$ cat config.mk
export PLATFORM = sky130hd
export DESIGN_NAME = traffic_light_monitor
export DESIGN_NICKNAME = d
export VERILOG_FILES = /design/src/rtl/traffic_light_monitor.sv
export SDC_FILE = /design/constraint.sdc
export NUM_CORES = 1
export LEC_CHECK = 0
export CAP_MARGIN = 20
export CORE_ASPECT_RATIO = 0.9
export CORE_MARGIN = 5
export CORE_UTILIZATION = 44
export CTS_CLUSTER_SIZE = 40
export DETAILED_ROUTE_END_ITERATION = 6
export PLACE_DENSITY = 0.84
export SLEW_MARGIN = 20
export SYNTH_ARGS = -nofsm -noshare
export SYNTH_HDL_FRONTEND = slang
export SYNTH_SLANG_ARGS = --single-unit
$ cat constraint.sdc
create_clock -name clk -period 2.1 [get_ports clk]
set_input_delay 0.21 -clock clk [delete_from_list [all_inputs] [get_ports clk]]
set_output_delay 0.21 -clock clk [all_outputs]
set_load 0.01 [all_outputs]
$ cat src/rtl/traffic_light_monitor.sv
// Passive lamp-bus monitor: decodes phase, times it, checks sequencing, grants pedestrian walk.
// Latency: all outputs registered, one cycle after the lamp sample that caused them.
// Backpressure: none; pure observer, accepts a lamp sample every cycle. Optional counter: TLM_CYCLE_CNT_EN.
module traffic_light_monitor #(
    parameter int RED_MIN_CYC = 4,
    parameter int STUCK_CYC   = 250,
    parameter int WALK_DELAY  = 1
) (
    input  logic        clk,
    input  logic        rst,
    input  logic [0:2]  leds,
    input  logic        ped_req,
    input  logic        err_clr,
    output logic [1:0]  phase,
    output logic [7:0]  phase_time,
    output logic        walk,
    output logic        ped_pending,
    output logic        err,
    output logic [2:0]  err_code,
    output logic [15:0] cycle_cnt
);

    typedef enum logic [2:0] {
        MON_DARK,
        MON_GREEN,
        MON_YELLOW,
        MON_RED,
        MON_FAULT
    } mon_state_t;

    localparam logic [7:0] RED_MIN_M1 = 8'(RED_MIN_CYC - 1);
    localparam logic [7:0] STUCK_M1   = 8'(STUCK_CYC - 1);
    localparam logic [7:0] WALK_D     = 8'(WALK_DELAY);

    mon_state_t state;
    mon_state_t lamp_state;
    mon_state_t state_nx;
    logic       lamp_multi;
    logic [7:0] pt_inc;
    logic [7:0] pt_nx;
    logic [2:0] new_code;
    logic [1:0] phase_nx;
    logic       walk_nx;
    logic       walk_rise;

    // Decode the lamp bus: green has precedence only matters when multi-hot, which is flagged separately
    always_comb begin
        lamp_multi = (leds[0] & leds[1]) | (leds[0] & leds[2]) | (leds[1] & leds[2]);
        if (leds[0])      lamp_state = MON_GREEN;
        else if (leds[1]) lamp_state = MON_YELLOW;
        else if (leds[2]) lamp_state = MON_RED;
        else              lamp_state = MON_DARK;
    end

    // Next state, phase timer and the single highest-priority error detected on this edge
    always_comb begin
        state_nx = state;
        pt_inc   = (phase_time == 8'hFF) ? 8'hFF : phase_time + 8'd1;
        pt_nx    = pt_inc;
        new_code = 3'd0;
        if (state == MON_FAULT) begin
            // Only an explicit clear with a clean pattern lets us trust the lamps again
            pt_nx = 8'd0;
            if (err_clr && !lamp_multi) state_nx = lamp_state;
        end else if (lamp_multi) begin
            state_nx = MON_FAULT;
            pt_nx    = 8'd0;
            new_code = 3'd1;
        end else if (lamp_state != state) begin
            // Follow the lamps even on a bad transition so timing stays meaningful
            state_nx = lamp_state;
            pt_nx    = 8'd0;
            if ((state == MON_YELLOW && lamp_state == MON_GREEN) ||
                (state == MON_RED    && lamp_state == MON_YELLOW) ||
                (state == MON_DARK   && lamp_state == MON_RED))
                new_code = 3'd2;
            else if (state == MON_RED && lamp_state == MON_GREEN && phase_time < RED_MIN_M1)
                new_code = 3'd3;
        end else if (state != MON_DARK && pt_inc == STUCK_M1 && phase_time != STUCK_M1) begin
            // Fires only on the edge the timer first reaches the limit, so once per phase
            new_code = 3'd4;
        end
    end

    // Output phase encoding plus walk grant, which lives only inside one red phase
    always_comb begin
        case (state_nx)
            MON_GREEN:  phase_nx = 2'd1;
            MON_YELLOW: phase_nx = 2'd2;
            MON_RED:    phase_nx = 2'd3;
            default:    phase_nx = 2'd0;
        endcase
        walk_nx   = (state_nx == MON_RED) && (walk || (ped_pending && pt_nx >= WALK_D));
        walk_rise = walk_nx && !walk;
    end

    // Monitor FSM with registered outputs; sticky error holds the first code until cleared
    always_ff @(posedge clk or negedge rst) begin
        if (!rst) begin
            state       <= MON_DARK;
            phase       <= 2'd0;
            phase_time  <= 8'd0;
            walk        <= 1'b0;
            ped_pending <= 1'b0;
            err         <= 1'b0;
            err_code    <= 3'd0;
        end else begin
            state       <= state_nx;
            phase       <= phase_nx;
            phase_time  <= pt_nx;
            walk        <= walk_nx;
            // A request on the granting edge is kept for the next red phase
            ped_pending <= ped_req | (ped_pending & ~walk_rise);
            if (err_clr) begin
                err      <= 1'b0;
                err_code <= 3'd0;
            end else if (!err && new_code != 3'd0) begin
                err      <= 1'b1;
                err_code <= new_code;
            end
        end
    end

`ifdef TLM_CYCLE_CNT_EN
    logic        red_from_yellow;
    logic [15:0] cnt_q;
    logic        cnt_hit;

    // A full cycle is yellow->red->green with both transitions clean
    always_comb begin
        cnt_hit = (state == MON_RED) && !lamp_multi && (lamp_state == MON_GREEN) &&
                  (phase_time >= RED_MIN_M1) && red_from_yellow;
    end

    // Remember how red was entered and count completed cycles; err_clr never touches this
    always_ff @(posedge clk or negedge rst) begin
        if (!rst) begin
            red_from_yellow <= 1'b0;
            cnt_q           <= 16'd0;
        end else begin
            if (state_nx == MON_RED && state != MON_RED)
                red_from_yellow <= (state == MON_YELLOW);
            if (cnt_hit && cnt_q != 16'hFFFF)
                cnt_q <= cnt_q + 16'd1;
        end
    end

    assign cycle_cnt = cnt_q;
`else
    assign cycle_cnt = 16'd0;
`endif

endmodule

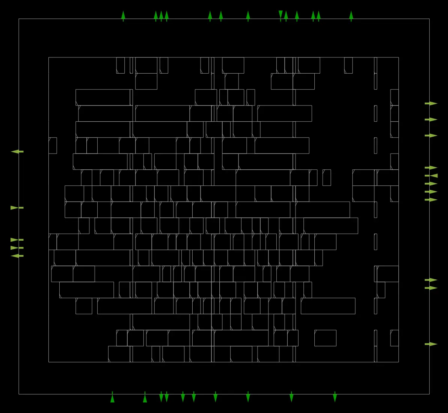
Figure 1: run 1, placed standard cells.
core box area: 3070 sq um
Well Taps: 42
Final Util: 55.3%
Seq/total area: 28.1%

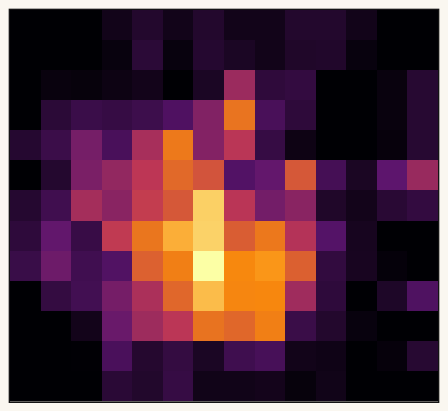
Figure 2: run 1, wire density map.
14 x 13 tiles, from black (low) to pale yellow (high), scaled to the fullest tile. Values are wire area over tile area, all layers added.
emptiest ninth of the die = upper right
tiles over half the peak = 15%
mean over tiles = 0.12

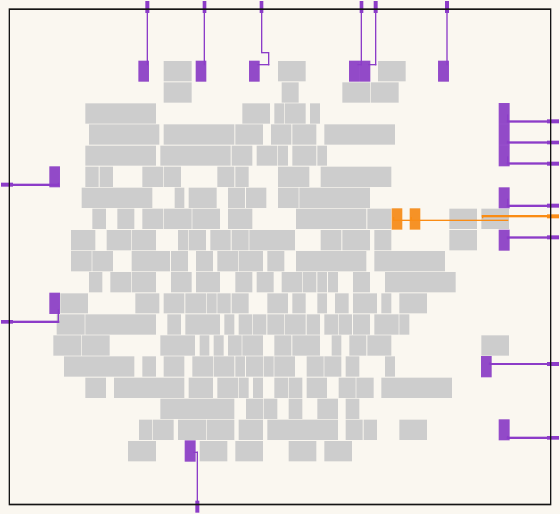
Figure 3: run 1, nets reached from selected ports.
ped_req -> orange  # direction input, end cells 2, buffers 1, wire 24.1 um
cycle_cnt -> purple  # direction output, end cells 16, buffers 0, wire 107 um

==> results.txt, run 1 <==
Flops after synth: 19
P per Cell Area: 436 nW/um^2
WL per Instance: 13.5 um
Final total power: 739 uW
CTS root buffer: clkbuf_4
Layout area overhead: 20.4%
MI comb area: 785 sq um
RSZ-0062 raised after global routing: no
P_int: 529 uW
Number of diodes: 0
Sequential power: 403 uW
Clock share of power: 24.8%
R2R depth: 6
Critical path class: reg2reg
Uppermost layer routed: met4
Row count: 19
Yosys Instances: 161
Crit path from: phase_time[0]$_DFF_PN0_
GR Overflow Total: 0
Register area: 477 sq um
Die width: 69.6 um
Placed cell area: 1670 sq um
Synth Cell Area: 1410 sq um
Tool warnings: 27
Pwr top: registers
Share of cells above drive strength 1: 11.6%
Crit path time final: 1.95 ns
Sw power: 211 uW
Status: finished, final reports clean
Filler cells: 285
Max-cap viol count: 0
Fin area: 1700 sq um
Number of buffers added on ports: 22
Peak supply drop: 0.385 mV
Synth cell types: 51
[run 1: per-stage QoR]
stage | setup WS (ns) | hold slack (ns)
6_report | 0.153 | 0.228
5_1_grt | 0.0634 | 0.253
4_1_cts | 0.109 | 0.233
3_5_place_dp | 0.0639 | 0.521
3_3_place_gp | 0.104 | 0.525
2_1_floorplan | 0.116 | -0.0856
[run 1: layout make-up]
class                           count  share of cell area, %
Tap cell                           42                   3.10
Timing Repair Buffer               37                   19.6
Sequential cell                    19                   28.1
Inverter                            6                   1.33
Clock buffer                        4                   1.55
Multi-Input combinational cell    124                   46.3
[run 1: synth_stat cells (2+ instances only)]
library cell	count
nor2b_1	4
inv_1	6
o21ai_0	6
o41ai_1	2
nand2_1	6
a22oi_1	3
and2_1	2
clkbuf_1	5
nor3_1	8
nand3_1	3
a21boi_0	3
buf_2	4
ha_1	2
mux2i_1	2
a21oi_1	8
a31oi_1	2
xnor2_1	4
buf_6	2
nand4_1	2
o32ai_1	2
nor4_1	3
and3_1	7
dfrtp_1	19
nand2b_1	4
o2111ai_1	2
buf_4	16
nor2_1	10
[run 1: kinds of logic after synthesis]
kind of cell,count (synthesis),synth area share [%]
simple gates,61,25.8
compound gates,37,18.7
buf+inv,33,14.5
flops,19,33.8
xor+xnor,5,3.11
fa+ha+maj,3,2.49
mux,2,1.42
other cells,1,0.266
[run 1: sequential cells by signal (all words and copies together), names as in the netlist]
signal / count
err_code: 3
err: 1
ped_pending: 1
state: 3
phase_time: 8
phase: 2
walk: 1
[run 1: worst max-delay path, stage by stage (launching register included)]
cell,delay [ns]
dfrtp_1,0.39
ha_1,0.24
or4_1,0.55
o311ai_1,0.12
nor4bb_2,0.09
buf_4,0.15
o41a_1,0.30
Figure 4. Met3 routing (run 1).
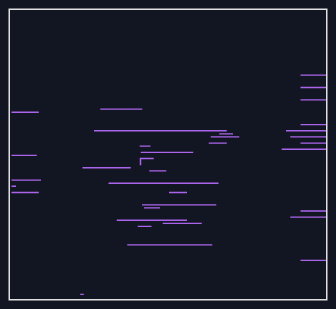

==> run 2: changes to the inputs <==
REMOVE_ABC_BUFFERS = 1   (was unset)
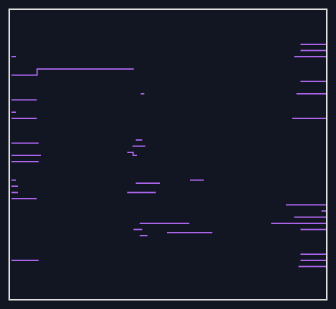
Figure 5: run 2, met3 routing.
longest straight run = 21.2 um
nets with wire on the layer = 35
main direction = horizontal
share of all routed wire = 6.5%

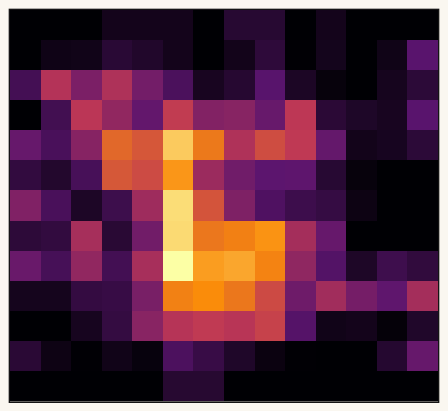
Figure 6: run 2, wire density map.
14 x 13 tiles, from black (low) to pale yellow (high), scaled to the fullest tile. Values are wire area over tile area, all layers added.
mean over tiles = 0.11
fullest tile = 0.50
nearly empty tiles = 23%
densest ninth of the die = centre
tiles over half the peak = 14%

==> results.txt, run 2 <==
MI comb area: 785 sq um (unchanged)
Critical-path top delay cell: or4_1
CTS root buffer: clkbuf_4
P_int: 528 uW (about the same)
Yosys Instances: 161 (unchanged)
Hpwl dp: 2290 um
Clock transition at path regs: 0.11 ns
Row count: 19 (unchanged)
CP bufs+invs: 1 (unchanged)
Top post-synthesis cells by count: dfrtp_1, buf_4, nor2_1, a21oi_1, nor3_1
Grt met1 use: 20.8%
Seq pwr share: 53.8%
Number of diodes: 0 (unchanged)
Max frequency: 508 MHz
Hold slack: 0.229 ns (+0.000725 ns)
Crit-path cells: ha_1 -> or4_1 -> o311ai_1 -> nor4bb_2 -> buf_4 -> o41a_1
Count leader, synth: dfrtp_1
Final period util: 93.8%
Initial antenna violation count: 0
Layout area overhead: 20.8%
CP delay by family, top: simple AND/OR/NAND/NOR gates
Flops after synth: 19 (unchanged)
Die width: 69.6 um (unchanged)
Metal1 wirelength: 1470 um
P per Cell Area: 440 nW/um^2 (+0.89%)
WL per Instance: 13.3 um (-1.6%)
Uppermost layer routed: met4
Pre-CTS setup slack: 0.0336 ns (-0.0303 ns)
CTS tree: built
Setup WS post-layout: 0.130 ns (-0.0225 ns)
Number of flops mapped to enable cells by yosys: 0
Synth cell types: 51 (unchanged)
Max Slew Vio Count: 0
Total track usage: 14.8%
Req. time, crit path: 2.30 ns
GR Overflow Total: 0 (unchanged)
Filler cells: 291 (+2.1%)
Top Usage Layer GRT: met2
H-tree depth: 1
Share of cells above drive strength 1: 11.1% (-0.47 points)
Met3 wire length: 200 um
Most common cell after layout, fill and taps aside: clkdlybuf4s50_1
Sequential power: 403 uW (about the same)
Max-cap viol count: 0 (unchanged)
Clock share of power: 25.5% (+0.7 points)
Tool warnings: 26 (-3.7%)
Min-Delay Path Class: in2async
Core box area: 3070 sq um (unchanged)
Number of buffers added on ports: 22 (unchanged)
Sw power: 220 uW (+4.4%)
RSZ-0062 raised after global routing: no
Top flop regs: phase_time x8, err_code x3, state x3
Maximum fanout along the worst path: 4
Final hold vios: 0
LEAKAGE: 0.000719 uW
Reg with most FFs: phase_time
Clock Sinks: 19
Peak supply drop: 0.325 mV (-16%)
Drt first-iter violations: 78
CP max stage delay: 0.55 ns (about the same)
Pwr top: registers
Max reg flops: 8 (unchanged)
Register area: 475 sq um (-0.26%)
Crit path time final: 1.97 ns (+0.0225 ns)
Final total power: 748 uW (+1.2%)
Critical path class: reg2reg
Status: finished, final reports clean
Final Util: 55.4% (+0.16 points)
Synth Cell Area: 1410 sq um (unchanged)
Top cell area share: 33.8%
## run 2: cell types whose count changed in the layout (fill, tap and decap cells not counted)
cell	before	now
buf_4	15	13
clkinv_2	0	1
a21boi_1	0	1
buf_12	0	1
clkbuf_1	1	0
dfrtp_2	1	0
a21boi_0	3	2
dfrtp_1	18	19
## run 2: final cells by class
class | instances | share of cell area [%]
tap | 42 | 3.09
sequential | 19 | 28.0
clock inverter | 1 | 0.294
clock buffer | 3 | 1.32
multi-input combinational | 124 | 46.1
timing repair buffer | 36 | 19.9
inverter | 6 | 1.32
## run 2: repair_timing
action,4_1_cts,5_1_grt
hold buffers,0,0
resized,0,1
setup endpoints to repair,0,3
setup buffers,0,0
## run 2: kinds of logic (layout without fill, tap and decap cells)
kind of cell,after synthesis,count (layout),share of synthesized area (%)
buffers and inverters,33,46,14.5
other,1,16,0.266
AND/OR/NAND/NOR,61,61,25.8
XOR/XNOR,5,5,3.11
flip-flops,19,19,33.8
AND-OR/OR-AND,37,37,18.7
adder cells (fa/ha/maj),3,3,2.49
multiplexers,2,2,1.42
## run 2: path summary, 6_finish.rpt
kind                                      endpoint  cells past startpoint  slack (ns)                     from
max reg2reg                        err$_DFFE_PN0P_                      6        0.13  phase_time[0]$_DFF_PN0_
max                                err$_DFFE_PN0P_                      6        0.13  phase_time[0]$_DFF_PN0_
min reg2reg                err_code[1]$_DFFE_PN0P_                      2        0.55  err_code[1]$_DFFE_PN0P_
max in group asynchronous  phase_time[7]$_DFF_PN0_                      2        1.67                      rst
min                        phase_time[0]$_DFF_PN0_                      2        0.23                      rst
min in group clk             ped_pending$_DFF_PN0_                      3        0.49                  ped_req
## run 2: per-stage QoR
stage	cell area, sq um	cells
floorplan	1280	149
global placement	1670	227
detailed placement	1670	227
CTS	1700	231
global route	1700	231
finish	1700	231
Power and IR drop assume default switching activity.
